File: config.mk
export PLATFORM = sky130hd
export DESIGN_NAME = uart_tx_arbiter
export DESIGN_NICKNAME = d
export VERILOG_FILES = /design/src/rtl/uart_tx_arbiter.sv
export SDC_FILE = /design/constraint.sdc
export NUM_CORES = 1
export LEC_CHECK = 0
export CAP_MARGIN = 20
export CORE_UTILIZATION = 47
export CTS_CLUSTER_SIZE = 25
export DETAILED_ROUTE_END_ITERATION = 16
export GPL_TIMING_DRIVEN = 0
export PLACE_DENSITY = 0.84
export SLEW_MARGIN = 30
export SYNTH_ARGS = -nofsm -noshare
export SYNTH_HDL_FRONTEND = slang
export SYNTH_SLANG_ARGS = --single-unit
export TNS_END_PERCENT = 50
File: constraint.sdc
create_clock -name Clk -period 1.65 [get_ports Clk]
set_input_delay 0.33 -clock Clk [delete_from_list [all_inputs] [get_ports Clk]]
set_output_delay 0.33 -clock Clk [all_outputs]
set_load 0.005 [all_outputs]
File: src/rtl/uart_tx_arbiter.sv
// Two-requester round-robin arbiter with packet lock driving an 8N1 UART transmitter.
// Define UART_TX_ARBITER_PARITY_EN to insert an even-parity bit between data bit 7 and stop.
module uart_tx_arbiter #(
  parameter int Clk_FreqHz_g = 100000000,
  parameter int BaudRate_g   = 115200
) (
  input  logic       Clk,
  input  logic       Rst,
  input  logic       Req0_Valid,
  input  logic [7:0] Req0_Data,
  input  logic       Req0_Last,
  output logic       Req0_Ready,
  input  logic       Req1_Valid,
  input  logic [7:0] Req1_Data,
  input  logic       Req1_Last,
  output logic       Req1_Ready,
  output logic       Uart_Tx,
  output logic       Busy,
  output logic       Grant
);

  localparam int DIV = Clk_FreqHz_g / BaudRate_g;
  localparam int CW  = $clog2(DIV);
  localparam logic [CW-1:0] BAUD_MAX = CW'(DIV - 1);

`ifdef UART_TX_ARBITER_PARITY_EN
  typedef enum logic [2:0] {S_IDLE, S_START, S_DATA, S_PARITY, S_STOP} state_t;
`else
  typedef enum logic [2:0] {S_IDLE, S_START, S_DATA, S_STOP} state_t;
`endif

  state_t          state_q, state_d;
  logic [CW-1:0]   baud_q, baud_d;
  logic [2:0]      bit_q, bit_d;
  logic [7:0]      shreg_q, shreg_d;
  logic            tx_q, tx_d;
  logic            busy_q, busy_d;
  logic            grant_q, grant_d;
  logic            lock_q, lock_d;
  logic            rr_q, rr_d;
`ifdef UART_TX_ARBITER_PARITY_EN
  logic            par_q, par_d;
`endif

  logic            sel, sel_vld, xfer, baud_end;
  logic [7:0]      sel_data;
  logic            sel_last;

  // While locked only the owner (last granted requester) may be served.
  always_comb begin
    sel     = rr_q;
    sel_vld = 1'b0;
    if (lock_q) begin
      sel     = grant_q;
      sel_vld = grant_q ? Req1_Valid : Req0_Valid;
    end else if (Req0_Valid && Req1_Valid) begin
      sel     = rr_q;
      sel_vld = 1'b1;
    end else if (Req0_Valid) begin
      sel     = 1'b0;
      sel_vld = 1'b1;
    end else if (Req1_Valid) begin
      sel     = 1'b1;
      sel_vld = 1'b1;
    end
  end

  assign Req0_Ready = (state_q == S_IDLE) && !Rst && sel_vld && !sel;
  assign Req1_Ready = (state_q == S_IDLE) && !Rst && sel_vld && sel;
  assign xfer       = Req0_Ready || Req1_Ready;
  assign sel_data   = sel ? Req1_Data : Req0_Data;
  assign sel_last   = sel ? Req1_Last : Req0_Last;
  assign baud_end   = (baud_q == BAUD_MAX);

  always_comb begin
    state_d = state_q;
    baud_d  = baud_q;
    bit_d   = bit_q;
    shreg_d = shreg_q;
    tx_d    = tx_q;
    grant_d = grant_q;
    lock_d  = lock_q;
    rr_d    = rr_q;
`ifdef UART_TX_ARBITER_PARITY_EN
    par_d   = par_q;
`endif
    case (state_q)
      S_IDLE: begin
        if (xfer) begin
          state_d = S_START;
          baud_d  = '0;
          tx_d    = 1'b0;
          shreg_d = sel_data;
          grant_d = sel;
          rr_d    = !sel;
          lock_d  = !sel_last;
`ifdef UART_TX_ARBITER_PARITY_EN
          par_d   = ^sel_data;
`endif
        end
      end
      S_START: begin
        if (baud_end) begin
          state_d = S_DATA;
          baud_d  = '0;
          bit_d   = '0;
          tx_d    = shreg_q[0];
        end else begin
          baud_d  = baud_q + 1'b1;
        end
      end
      S_DATA: begin
        if (baud_end) begin
          baud_d = '0;
          if (bit_q == 3'd7) begin
`ifdef UART_TX_ARBITER_PARITY_EN
            state_d = S_PARITY;
            tx_d    = par_q;
`else
            state_d = S_STOP;
            tx_d    = 1'b1;
`endif
          end else begin
            bit_d   = bit_q + 3'd1;
            shreg_d = shreg_q >> 1;
            tx_d    = shreg_q[1];
          end
        end else begin
          baud_d = baud_q + 1'b1;
        end
      end
`ifdef UART_TX_ARBITER_PARITY_EN
      S_PARITY: begin
        if (baud_end) begin
          state_d = S_STOP;
          baud_d  = '0;
          tx_d    = 1'b1;
        end else begin
          baud_d  = baud_q + 1'b1;
        end
      end
`endif
      S_STOP: begin
        if (baud_end) begin
          state_d = S_IDLE;
          baud_d  = '0;
        end else begin
          baud_d  = baud_q + 1'b1;
        end
      end
      default: begin
        state_d = S_IDLE;
        tx_d    = 1'b1;
      end
    endcase
    busy_d = (state_d != S_IDLE);
  end

  always_ff @(posedge Clk) begin
    if (Rst) begin
      state_q <= S_IDLE;
      baud_q  <= '0;
      bit_q   <= '0;
      shreg_q <= '0;
      tx_q    <= 1'b1;
      busy_q  <= 1'b0;
      grant_q <= 1'b0;
      lock_q  <= 1'b0;
      rr_q    <= 1'b0;
`ifdef UART_TX_ARBITER_PARITY_EN
      par_q   <= 1'b0;
`endif
    end else begin
      state_q <= state_d;
      baud_q  <= baud_d;
      bit_q   <= bit_d;
      shreg_q <= shreg_d;
      tx_q    <= tx_d;
      busy_q  <= busy_d;
      grant_q <= grant_d;
      lock_q  <= lock_d;
      rr_q    <= rr_d;
`ifdef UART_TX_ARBITER_PARITY_EN
      par_q   <= par_d;
`endif
    end
  end

  assign Uart_Tx = tx_q;
  assign Busy    = busy_q;
  assign Grant   = grant_q;

endmodule

==> changes_impl.md <==
### Changed

* Pleak at 0.000866 uW
* Inserted Clock Buffers at 5
* Fraction of synthesis flops using an asynchronous set or reset pin at 0%
* Crit path to: Req0_Ready
* Met3 Track Usage GR at 4.55%
* Slew at the pin closest to its max-slew limit at 590 ps
* Post-synthesis adder-cell area fraction at 2.99%
* Net Switching at 393 uW
* Post-synthesis sequential element count at 29
* Net switching fraction of the power at 26.2%
* Max-cap violations at 0
* Cell kind with the greatest summed area: combinational gates
* Gr ovfl total at 0
* Highest signal layer in the routed design: met4
* Die Y at 60.2 um
* Setup slack after layout at -311 ps
* # setup viols final at 27
* # H-tree levels at 2
* Type of destination of the critical path: primary output
* Mux area share at 8.97%
* Portion of total power attributed to sequential cells at 49.9%
* Total instance count after detailed placement at 257
* Family of cells with the greatest summed delay on the critical path: simple AND/OR/NAND/NOR gates
* Logic pwr share at 20.7%
* Highest-delay cell along the critical path: or3_4
* Kind of critical path: flip-flop to primary output
* Critical path startpoint category: flip-flop
* Clock network power at 441 uW
* Outcome: finished with violations
* CTS sink count at 29
* Top pwr grp: registers
* Instance count along the most critical hold path at 2
* Worst Clk Skew at 9.00 ps
* Layout inverter count without the clock tree at 5
* Most frequent logic cell in the layout: nor2_1
* Sequential power at 750 uW
* Fraction of final layout cells with drive strength greater than 1 at 22.9%
* Vias at 1,521
* Worst path required time at 1320 ps
* Post-place setup slack at -1140 ps
* Number of antenna diodes at 0
* Tightest hold margin at 395 ps
* Top logic cells by instance count in the layout: 29 x nor2_1, 23 x dfxtp_1, 21 x clkdlybuf4s50_1
* Synthesized area per cell at 8.46 um2
* Worst Hold Class: input port to flip-flop
* Met2 layer usage reported by global route at 36.9%
* Violated checks: negative setup slack
* Post-cts sizing count at 37
* Sequential Area at 588 um2
* Largest Register: baud_q
* Vias in the first global route at 1,386
* Starting density of the core at 50.8%
* Total Die Area at 0.00362 mm2
* Multi-input combinational cell count at 144
* PD cells at 685 mW/mm2
* Pre-Repair DR Iteration Count at 4
* Number of non-clock buffers at 51
* Comb. pwr at 311 uW
* Ranking of synthesized cells by instance count: 32 x nor2_1, 29 x dfxtp_1, 13 x nand2_1
* Top flop regs: baud_q: 10 flops, shreg_q: 8 flops
* Worst-case vdd ir drop at 0.463 mV
* Number of DRC markers in iteration 0 at 60
* Global-route wire length before repair at 5980 um
* Share of the cycle needed by the critical path after routing at 119%
* Die extent in x at 60.2 um
* Hold path start: Rst
* Number of nets with antenna violations after detailed routing at 0
* Number of warnings in the stage logs at 29
* CTS clk-pin slew, worst paths at 90 ps
==> images/final_placement.png <==
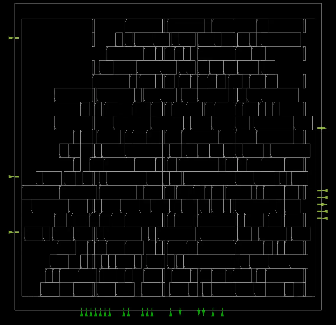
sequential share of cell area: 26.8%
Flop Count: 29
count of fill cells added during filler insertion: 239

==> images/zoom.png <==
Region (35, 35) to (55, 55) um. Cells in grey, sequential cells in the stronger grey; small squares are vias.
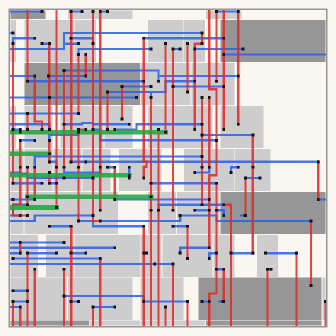
- met2: red
- met1: blue
- met3: green
- netlist names of flops here include: baud_q (4)
- cells with their middle in the window: 35
- most frequent: xor2_1 (5), nor2_1 (4)
- sequential cells in the window: 4

Power is estimated from default activity; no workload was simulated.
